**src/rtl/cpu_seq_ctrl_pkg.sv**
```systemverilog
// Shared definitions for the multicycle CPU sequencer: state encodings,
// instruction classes and the default memory wait limit.
package cpu_pkg;

  typedef enum logic [2:0] {
    ST_IDLE    = 3'd0,
    ST_FETCH   = 3'd1,
    ST_DECODE  = 3'd2,
    ST_EXEC    = 3'd3,
    ST_MEM     = 3'd4,
    ST_WB      = 3'd5,
    ST_HALT    = 3'd6,
    ST_ILLEGAL = 3'd7
  } state_e;

  typedef enum logic [1:0] {
    OPC_ALU    = 2'd0,
    OPC_LOAD   = 2'd1,
    OPC_STORE  = 2'd2,
    OPC_BRANCH = 2'd3
  } op_class_e;

  localparam int unsigned MEM_WAIT_MAX_DEF = 15;

endpackage

```
**src/rtl/cpu_seq_ctrl_if.sv**
```systemverilog
// Sequencer control bundle. Handshake: mem_req is held while in FETCH/MEM and a
// request completes on the cycle where mem_req && mem_ready; mem_ready is ignored otherwise.
interface cpu_seq_ctrl_if;
  logic       run;
  logic       halt_req;
  logic [1:0] op_class;
  logic       mem_ready;
  logic       fetch_en;
  logic       decode_en;
  logic       exec_en;
  logic       mem_en;
  logic       wb_en;
  logic       mem_req;
  logic       pc_we;
  logic [2:0] state;
  logic       busy;
  logic       mem_err;

  modport master (
    input  run, halt_req, op_class, mem_ready,
    output fetch_en, decode_en, exec_en, mem_en, wb_en,
    output mem_req, pc_we, state, busy, mem_err
  );

  modport slave (
    output run, halt_req, op_class, mem_ready,
    input  fetch_en, decode_en, exec_en, mem_en, wb_en,
    input  mem_req, pc_we, state, busy, mem_err
  );
endinterface

```
**src/rtl/cpu_seq_ctrl_perf_cnt.sv**
```systemverilog
// Retired-instruction and stall-cycle counters for the sequencer; both wrap at 2^32.
module seq_perf_cnt (
  input  logic        clk,
  input  logic        clr,
  input  logic        retire_inc,
  input  logic        stall_inc,
  output logic [31:0] retired_cnt,
  output logic [31:0] stall_cnt
);

  always_ff @(posedge clk) begin
    if (!clr) begin
      retired_cnt <= '0;
      stall_cnt   <= '0;
    end else begin
      if (retire_inc) retired_cnt <= retired_cnt + 32'd1;
      if (stall_inc)  stall_cnt   <= stall_cnt + 32'd1;
    end
  end

endmodule

```
**src/rtl/cpu_seq_ctrl.sv**
```systemverilog
// Multicycle FETCH/DECODE/EXEC/MEM/WB sequencer with memory wait timeout and halt.
// Define CPU_SEQ_PERF_EN to add the retired_cnt / stall_cnt performance counters.
module cpu_seq_ctrl
  import cpu_pkg::*;
#(
  parameter int unsigned MEM_WAIT_MAX = MEM_WAIT_MAX_DEF
) (
  input  logic                 clk,
  input  logic                 clr,
  cpu_seq_ctrl_if.master       bus
`ifdef CPU_SEQ_PERF_EN
  ,
  output logic [31:0]          retired_cnt,
  output logic [31:0]          stall_cnt
`endif
);

  state_e     state_q, state_d;
  op_class_e  cls_q;
  logic       halt_pend_q;
  logic       mem_err_q;
  logic [3:0] wait_q;

  logic is_busy;
  logic wait_cyc;
  logic timeout;
  logic end_instr;

  assign is_busy  = state_q inside {ST_FETCH, ST_DECODE, ST_EXEC, ST_MEM, ST_WB};
  // mem_req is high exactly in FETCH/MEM, so gating on the state ignores stray mem_ready.
  assign wait_cyc = (state_q == ST_FETCH || state_q == ST_MEM) && !bus.mem_ready;
  assign timeout  = wait_cyc && (({28'd0, wait_q} + 32'd1) >= 32'(MEM_WAIT_MAX));

  always_comb begin
    state_d   = state_q;
    end_instr = 1'b0;
    case (state_q)
      ST_IDLE: begin
        if (bus.halt_req)  state_d = ST_HALT;
        else if (bus.run)  state_d = ST_FETCH;
      end
      ST_FETCH: begin
        if (timeout)            state_d = ST_HALT;
        else if (bus.mem_ready) state_d = ST_DECODE;
      end
      ST_DECODE: state_d = ST_EXEC;
      ST_EXEC: begin
        case (cls_q)
          OPC_ALU:    state_d = ST_WB;
          OPC_LOAD:   state_d = ST_MEM;
          OPC_STORE:  state_d = ST_MEM;
          OPC_BRANCH: end_instr = 1'b1;
        endcase
      end
      ST_MEM: begin
        if (timeout)                 state_d = ST_HALT;
        else if (bus.mem_ready) begin
          if (cls_q == OPC_LOAD)     state_d = ST_WB;
          else                       end_instr = 1'b1;
        end
      end
      ST_WB:   end_instr = 1'b1;
      ST_HALT: state_d = ST_HALT;
      default: state_d = ST_IDLE;
    endcase
    // A halt request arriving on the final cycle still wins over the next fetch.
    if (end_instr) state_d = (halt_pend_q || bus.halt_req) ? ST_HALT : ST_FETCH;
  end

  always_ff @(posedge clk) begin
    if (!clr) begin
      state_q     <= ST_IDLE;
      cls_q       <= OPC_ALU;
      halt_pend_q <= 1'b0;
      mem_err_q   <= 1'b0;
      wait_q      <= '0;
    end else begin
      state_q <= state_d;
      if (state_q == ST_DECODE)     cls_q       <= op_class_e'(bus.op_class);
      if (is_busy && bus.halt_req)  halt_pend_q <= 1'b1;
      if (timeout)                  mem_err_q   <= 1'b1;
      if (state_d != state_q)                  wait_q <= '0;
      else if (wait_cyc && wait_q != 4'hF)     wait_q <= wait_q + 4'd1;
    end
  end

  assign bus.state     = state_q;
  assign bus.fetch_en  = (state_q == ST_FETCH);
  assign bus.decode_en = (state_q == ST_DECODE);
  assign bus.exec_en   = (state_q == ST_EXEC);
  assign bus.mem_en    = (state_q == ST_MEM);
  assign bus.wb_en     = (state_q == ST_WB);
  assign bus.mem_req   = (state_q == ST_FETCH) || (state_q == ST_MEM);
  assign bus.busy      = is_busy;
  assign bus.mem_err   = mem_err_q;
  // Masked by clr so an instruction abandoned by reset never retires.
  assign bus.pc_we     = end_instr && clr;

`ifdef CPU_SEQ_PERF_EN
  seq_perf_cnt u_perf (
    .clk         (clk),
    .clr         (clr),
    .retire_inc  (bus.pc_we),
    .stall_inc   (wait_cyc && clr),
    .retired_cnt (retired_cnt),
    .stall_cnt   (stall_cnt)
  );
`endif

endmodule

```
**src/flat_wrapper.sv**
```systemverilog
// flat-port wrapper written by rule: the top's interface ports become plain ports
module cpu_seq_ctrl_flat import cpu_pkg::*;
#(
  parameter int unsigned MEM_WAIT_MAX = MEM_WAIT_MAX_DEF
)
  (clk, clr, bus_run, bus_halt_req, bus_op_class, bus_mem_ready, bus_fetch_en, bus_decode_en, bus_exec_en, bus_mem_en, bus_wb_en, bus_mem_req, bus_pc_we, bus_state, bus_busy, bus_mem_err);
  cpu_seq_ctrl_if bus_i ();
  input  logic clk;
  input  logic clr;
  input wire logic [$bits(bus_i.run)-1:0] bus_run;
  input wire logic [$bits(bus_i.halt_req)-1:0] bus_halt_req;
  input wire logic [$bits(bus_i.op_class)-1:0] bus_op_class;
  input wire logic [$bits(bus_i.mem_ready)-1:0] bus_mem_ready;
  output wire logic [$bits(bus_i.fetch_en)-1:0] bus_fetch_en;
  output wire logic [$bits(bus_i.decode_en)-1:0] bus_decode_en;
  output wire logic [$bits(bus_i.exec_en)-1:0] bus_exec_en;
  output wire logic [$bits(bus_i.mem_en)-1:0] bus_mem_en;
  output wire logic [$bits(bus_i.wb_en)-1:0] bus_wb_en;
  output wire logic [$bits(bus_i.mem_req)-1:0] bus_mem_req;
  output wire logic [$bits(bus_i.pc_we)-1:0] bus_pc_we;
  output wire logic [$bits(bus_i.state)-1:0] bus_state;
  output wire logic [$bits(bus_i.busy)-1:0] bus_busy;
  output wire logic [$bits(bus_i.mem_err)-1:0] bus_mem_err;
  assign bus_i.run = bus_run;
  assign bus_i.halt_req = bus_halt_req;
  assign bus_i.op_class = bus_op_class;
  assign bus_i.mem_ready = bus_mem_ready;
  assign bus_fetch_en = bus_i.fetch_en;
  assign bus_decode_en = bus_i.decode_en;
  assign bus_exec_en = bus_i.exec_en;
  assign bus_mem_en = bus_i.mem_en;
  assign bus_wb_en = bus_i.wb_en;
  assign bus_mem_req = bus_i.mem_req;
  assign bus_pc_we = bus_i.pc_we;
  assign bus_state = bus_i.state;
  assign bus_busy = bus_i.busy;
  assign bus_mem_err = bus_i.mem_err;
  cpu_seq_ctrl #(.MEM_WAIT_MAX(MEM_WAIT_MAX)) u_core (.clk(clk), .clr(clr), .bus(bus_i));
endmodule
```
**config.mk**
```make
export PLATFORM = sky130hd
export DESIGN_NAME = cpu_seq_ctrl_flat
export DESIGN_NICKNAME = d
export VERILOG_FILES = /design/src/rtl/cpu_seq_ctrl_pkg.sv /design/src/rtl/cpu_seq_ctrl_if.sv /design/src/rtl/cpu_seq_ctrl_perf_cnt.sv /design/src/rtl/cpu_seq_ctrl.sv /design/src/flat_wrapper.sv
export SDC_FILE = /design/constraint.sdc
export NUM_CORES = 1
export LEC_CHECK = 0
export ABC_AREA = 0
export CORE_MARGIN = 2
export CORE_UTILIZATION = 40
export DETAILED_ROUTE_END_ITERATION = 12
export DONT_BUFFER_PORTS = 1
export PLACE_DENSITY = 0.58
export SYNTH_ARGS = -nofsm -noshare
export SYNTH_HDL_FRONTEND = slang
export SYNTH_HIERARCHICAL = 1
export SYNTH_SLANG_ARGS = --single-unit
```
**constraint.sdc**
```tcl
create_clock -name clk -period 2.13 [get_ports clk]
set_clock_uncertainty 0.2 [all_clocks]
set_input_delay 0.426 -clock clk [delete_from_list [all_inputs] [get_ports clk]]
set_output_delay 0.426 -clock clk [all_outputs]
set_load 0.1 [all_outputs]
```
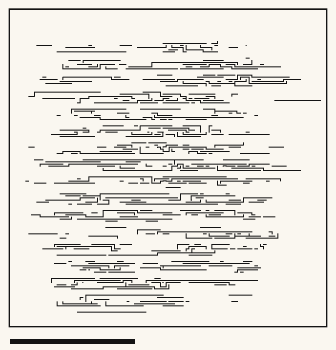
Fig. 1. Metal 1 (run 1).
Bar = 20 µm.
share of all routed wire = 43%
wire length on this layer = 1,380 µm
main direction = horizontal
WL final: 3.20 mm
met1 Track Usage GR: 30.4%
Vias: 1,090

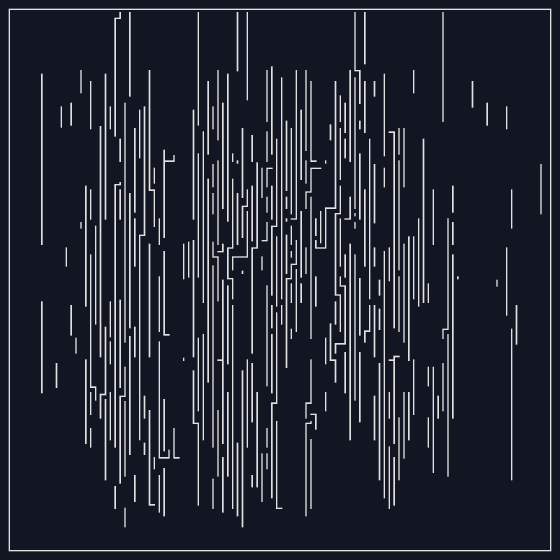
Fig. 2. Metal 2 (run 1).
longest straight run = 24.7 µm
main direction = vertical
met2 Usage GRT: 40.8%

==> flow_summary.yaml, run 1 <==
# generated from flow reports
status:
  status: "finished with violations"
  violations: "negative setup slack"
floorplanning:
  die_area_um2: 2580
  fp_util_pct: 43.3
  coreArea_um2: 2020
  tap_cells: 27
  row_count: 16
  io_pins: 19
placement:
  dpl_cell_area_um2: 1230
  gp_congestion: 0.876
  place_ws_ns: -0.181
  dp.cells: 166
  numPortBuffers: 0
global_routing:
  overflow: 0
  track_usage_pct: 24.0
  grt_pass1_wl_mm: 4.64
  grt_pass1_vias: 1021
  antenna_found_initial: 0
worst_setup_path:
  reg2reg_depth: 11
  reg2reg_slack_ns: -0.25
  startpoint: "u_core/bus.state[1]"
  required_ns: 2.08
  worstSetupEndpointType: "register"
  arrival_ns: 2.33
  critPathLaunchType: "register"
  crit_type: "reg2reg"
  r2r_end: "u_core/wait_q[1]"
route:
  ant_nets: 0
  drtPass1Iterations: 4
  drtIter0Drc: 69
  route.detailed.drc: 0
  wire_per_inst_um: 17.0
final_layout:
  nClkBuffers: 3
  n_all_buffers: 47
  sh_comb_area_pct: 49.0
  syn2layout_area_growth_pct: 80.0
  comb_cells: 94
  nonClkBufAreaFrac_pct: 30.1
  logic_area_um2: 771
  seq_share_pct: 15.1
  layout.area.top_class: "logic gates"
  antennaDiodeCount: 0
  drive_gt1_share_pct: 52.8
  final_common_cell: "buf_4"
  flop-count: 11
  final_cell_mix: "32 x buf_4, 8 x nand2_1, 8 x nor2_1"
  layout.nets: 171
  inverters: 5
clocking:
  cts_buffers: 3
  clock_path_buffers: 2
  clock_latency_ns: 0.27
  cts_tree: "done"
yosys:
  top_cells_by_count: "11 x dfxtp_1, 10 x nor2_1, 9 x a21oi_1"
  ys_area_um2: 875
  ys.flop_type: "dfxtp_1"
  synth_top_cell_by_area: "dfxtp_1"
  topCellsByArea: "dfxtp_1 25%, mux2i_1 5.7%, a21oi_1 5.2%, nor2_1 4.3%, nor2b_1 4.3%"
  postSynthCellCount: 115
  synth_flops: 11
  synth_stat.cells: 115
  top_area_share_pct: 25.2
  async_flop_share_pct: 0
  yosysWarnings: 6
  synth-edff-count: 0
min_path:
  hold_class: "in2reg"
  min_path_cells: 1
flow_run:
  tool_warnings: 30
  cap_violations: 0
sta:
  worst-slew-pin-transition_ns: 0.716
  period_used_pct: 112
  whs_ns: 0.0562
  timing.fmax_mhz: 420
  hold_violations: 0
  slew_viol_final: 0
  worst_slack_ns: -0.249
  setup_viol: 8
  slew_headroom_pct: 52.1
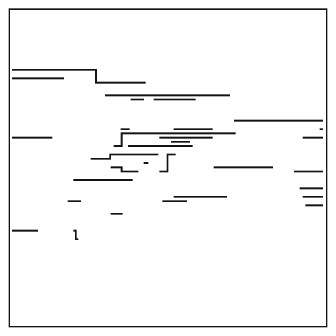
Fig. 3. The metal 3 layer (run 1).
longest straight run = 19.8 µm
wire length on this layer = 207 µm
main direction = horizontal
share of all routed wire = 6.5%
nets with wire on the layer = 26
grt met3 use: 5.06%

## run 1: cell families (layout without fill, tap and decap cells)
group / after synthesis / in the layout / synth area share (%)
AOI/OAI and AO/OA: 36 / 36 / 27.9
muxes: 6 / 6 / 7.44
and+or+nand+nor: 48 / 48 / 29.9
adders and majority gates: 2 / 2 / 2.86
buffers and inverters: 10 / 56 / 4.72
DFF: 11 / 11 / 25.2
xor gates and xnor gates: 2 / 2 / 2.00
## run 1: what timing repair did
item                                    4_1_cts  5_1_grt
resized                                      19       22
buffers inserted                             14        4
endpoints found under the setup margin        7       11
pin swaps                                     7       10
## run 1: registers in the layout, summed over array words and instances, names as in the netlist
| signal | flops |
|---|---|
| u_core/bus.mem_err | 1 |
| u_core/wait_q | 4 |
| u_core/bus.state | 3 |
| u_core/halt_pend_q | 1 |
| u_core/cls_q | 2 |
## run 1: critical path: stages (launching register included)
cell,delay [ns]
dfxtp_4,0.39
buf_6,0.13
and4b_1,0.24
o21ai_2,0.07
buf_4,0.13
buf_4,0.12
buf_4,0.13
a21oi_2,0.22
nor2_1,0.10
mux2i_1,0.25
buf_4,0.22
nor4_2,0.06
## run 1: layer usage
| layer | wire length, µm | vias to the layer above | GRT usage [%] |
|---|---|---|---|
| met2 | 1590 | 50 | 40.8 |
| met5 | 0 | - | 0 |
| li1 | - | 519 | - |
| met4 | 26 | 0 | 6.76 |
| met3 | 206 | 4 | 5.06 |
| met1 | 1380 | 517 | 30.4 |
==> run 1 -> run 2 <==
Settings changed: CORE_UTILIZATION 40 to 55, PLACE_DENSITY 0.58 to 0.75.
==> run 2 against run 1 <==
Against the previous run:
- synthesized cell count is the same
- synthesized area unchanged
- the run now fails in global routing (5_1_grt)
==> flow_summary.yaml, run 2 <==
# generated from flow reports
yosys:
  synth-edff-count: 0
  topCellsByArea: "dfxtp_1 25%, mux2i_1 5.7%, a21oi_1 5.2%, nor2_1 4.3%, nor2b_1 4.3%"
  top_area_share_pct: 25.2
  synth_top_cell_by_area: "dfxtp_1"
  fp_nets: 124
  synth_flops: 11
  ys_seq_share_pct: 25.2
  async_flop_share_pct: 0
  syn_area_um2: 875
  top_cells_by_count: "11 x dfxtp_1, 10 x nor2_1, 9 x a21oi_1"
  ys_types: 38
  ys_area_um2: 875
  ys.flop_type: "dfxtp_1"
  postSynthCellCount: 115
  most_common_cell: "dfxtp_1"
  synth_stat.cells: 115
  synth_area_per_cell_um2: 7.61
  yosysWarnings: 6
clocking:
  cts.sinks: 11
  cts_buffers: 3
  cts_max_level: 1
  clock_path_buffers: 2
  postCtsHoldBufs: 0
  cts_root_buffer: "clkbuf_4"
sta:
  worstEndpointType: "register input"
  postGrtWorstEndpoint: "u_core/wait_q[3]$_SDFFE_PP0P_/D"
floorplanning:
  die_w_um: 43.9
  row_count: 14
  io_pins: 19
  fp_util_pct: 58.1
  die_h_um: 43.9
placement:
  gp_congestion: 0.860
  numPortBuffers: 0
  dpl_cell_area_um2: 1210
  place_hpwl_mm: 1.82
status:
  firstError: "[ERROR DPL-0038] Utilization greater than 100%, impossible to legalize"
  stop_stage: "global routing (5_1_grt)"
  status: "aborted with a tool error"
global_routing:
  grt_max_degree: 19
[run 2: cell counts after synthesis]
No cell type changed its count.
[run 2: cells by family after synthesis]
logic type / share of synthesized area [%]
AND-OR/OR-AND: 27.9
XOR/XNOR: 2.00
buffers and inverters: 4.72
adder cells (fa/ha/maj): 2.86
AND/OR/NAND/NOR: 29.9
flip-flops: 25.2
multiplexers: 7.44
[run 2: repair_timing]
action | CTS
gates resized | 19
endpoints found under the setup margin | 7
cloned | 0
pin swaps | 9
buffers inserted | 7
[run 2: through the flow]
stage / setup slack, ns / instances
floorplan: -0.166 / 115
global placement: -0.130 / 154
detailed placement: -0.248 / 154
CTS: -0.101 / 165
==> run 2 -> run 3 <==
Settings changed: CORE_AREA from default to 2 2 63 65, CORE_MARGIN 2 to default, CORE_UTILIZATION 55 to default, DIE_AREA from default to 0 0 65 67, PLACE_DENSITY 0.75 to default, PLACE_DENSITY_LB_ADDON from default to 0.15.
Clock period 2.13 ns to 2.77 ns, I/O delays scaled along.
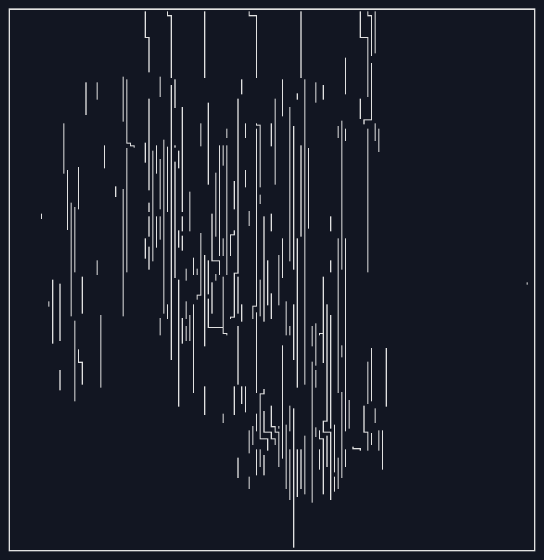
Fig. 4. Metal 2 (run 3).
wire length on this layer = 1,190 µm
longest straight run = 37.7 µm
Vias: 884
WL final: 2.43 mm

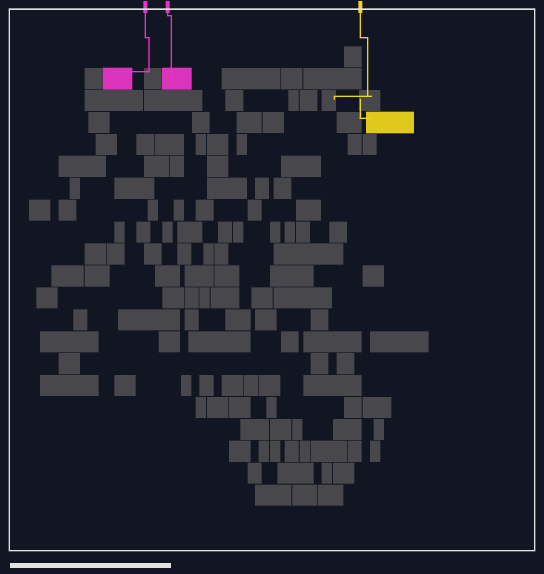
Fig. 5. Port wiring (run 3).
Bar = 20 µm.
yellow -> `bus_busy`  # bits 1, direction output, edge top, end cells 1, buffers 1, wire 20.1 µm
magenta -> `bus_op_class`  # bits 2, direction input, edge top, end cells 2, buffers 0, wire 21.4 µm
Port-buffer cells: 0
Ports: 19

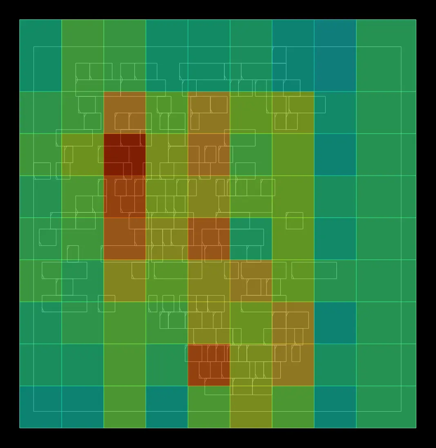
Fig. 6. Routing congestion (run 3).
per-cell routed wire length: 14.0 µm
final core occ: 30.9%
grt peak-use layer: met2
GRT Util Overall: 12.2%

==> run 3 against run 2 <==
Against the previous run:
- synthesized area did not move
- the flow now finishes without violations
- synthesized cell count stayed put
==> flow_summary.yaml, run 3 <==
# generated from flow reports
floorplanning:
  die_h_um: 67
  fp_util_pct: 24.3
  row_count: 22
  coreArea_um2: 3610
  die_area_um2: 4360
  die_w_um: 65
final_layout:
  largest_reg_flops: 4
  final_cell_mix: "10 x buf_4, 9 x nor2_1, 8 x nand2_1, 8 x a21oi_1, 8 x dfxtp_1"
  syn2layout_area_growth_pct: 27.5
  drive_gt1_share_pct: 20.6
  layout.nets: 136
  antennaDiodeCount: 0
  final_common_cell: "buf_4"
  largest-register: "u_core/wait_q"
yosys:
  ys_types: 38
  most_common_cell: "dfxtp_1"
  synth-compound-area-share_pct: 27.9
  top_cells_by_count: "11 x dfxtp_1, 10 x nor2_1, 9 x a21oi_1"
  yosysWarnings: 6
  ys_area_um2: 875
  synth-edff-count: 0
  synth_stat.cells: 115
  synth_top_cell_by_area: "dfxtp_1"
  mux_area_share_pct: 7.44
  topCellsByArea: "dfxtp_1 25%, mux2i_1 5.7%, a21oi_1 5.2%, nor2_1 4.3%, nor2b_1 4.3%"
  synth-xor-area-share_pct: 2.00
  synth_area_per_cell_um2: 7.61
  top_area_share_pct: 25.2
  ys_sh_simple_pct: 29.9
  top_logic_kind: "simple AND/OR/NAND/NOR gates"
  postSynthCellCount: 115
  ys_seq_share_pct: 25.2
  ys.flop_type: "dfxtp_1"
  fp_nets: 124
  async_flop_share_pct: 0
  synthAdderAreaFrac_pct: 2.86
  syn_area_um2: 875
  synth_flops: 11
placement:
  place_hpwl_mm: 1.90
  gp_congestion: 0.753
  dpl_cell_area_um2: 1070
  place_ws_ns: 0.272
  dp.cells: 170
sta:
  worst-slew-pin-transition_ns: 0.506
  timing.fmax_mhz: 396
  worst_slack_ns: 0.246
  whs_ns: 0.233
  hold_violations: 0
  setup_viol: 0
  slew_viol_final: 0
  slew_headroom_pct: 66.5
  period_used_pct: 91.1
clocking:
  cts.reportedPaths.clkPinSlew_ns: 0.05
  cts_max_level: 1
  cts_tree: "done"
  post_cts_resized: 0
  cts_buffers: 3
  cts_root_buffer: "clkbuf_8"
  cts.sinks: 11
  cts_setup_buffers: 0
  postCtsHoldBufs: 0
  clock_latency_ns: 0.24
  clock_path_buffers: 2
route:
  via_per_inst: 5.08
  drtPass1Iterations: 4
  drtIter0Drc: 42
  ant_nets: 0
  route.detailed.drc: 0
worst_setup_path:
  required_ns: 2.71
  crit_type: "reg2reg"
  critPathLaunchType: "register"
  r2r_end: "u_core/wait_q[2]"
  reg2reg_depth: 8
  worstSetupEndpointType: "register"
  arrival_ns: 2.46
  reg2reg_slack_ns: 0.25
status:
  status: "finished, final reports clean"
min_path:
  hold_class: "in2reg"
  min_path_cells: 1
global_routing:
  overflow: 0
  antenna_found_initial: 0
  grt_pass1_wl_mm: 4.11
  grt_max_degree: 20
  grt_pass1_vias: 846
flow_run:
  cap_violations: 0
  tool_warnings: 28
## run 3: cell counts after synthesis
Identical to the previous run, type by type.
## run 3: per-layer routing
metal	vias up	GRT usage [%]	share of wire, %
met5	-	0	0
met4	0	1.86	0
met3	0	4.22	5.0
met2	17	20.9	49
met1	420	15.1	46
li1	447	-	-
## run 3: worst max-delay path by stage
stage	to	startpoint
after global placement	u_core/wait_q[0]	u_core/wait_q[0]
after detailed placement	u_core/wait_q[2]	u_core/wait_q[0]
after CTS	u_core/wait_q[2]	u_core/wait_q[0]
after global routing	u_core/wait_q[1]	u_core/wait_q[0]
final	u_core/wait_q[2]	u_core/wait_q[0]
after floorplan	bus_decode_en	u_core/bus.state[1]
## run 3: layout make-up
class                      instances  area, µm²  share of cell area (%)
clock buffer                       4       45.0                    4.04
inverter                           5       18.8                    1.68
multi-input combinational         94        649                    58.2
sequential                        11        226                    20.3
tap                               48       60.1                    5.39
timing repair buffer              12        115                    10.3
## run 3: logic make-up (layout without fill, tap and decap cells)
group	count (synthesis)	after routing
and+or+nand+nor	48	48
buffers and inverters	10	21
muxes	6	6
adders and majority gates	2	2
AOI/OAI and AO/OA	36	36
DFF	11	11
xor gates and xnor gates	2	2
## run 3: critical path, cell delays in order (launching register included)
cell and delay, ns:
dfxtp_1 0.43, inv_1 0.10, ha_1 0.33, o21bai_1 0.13, o311a_1 0.24, o21ai_1 0.08
a32oi_1 0.30, mux2_4 0.35, nor4_1 0.26
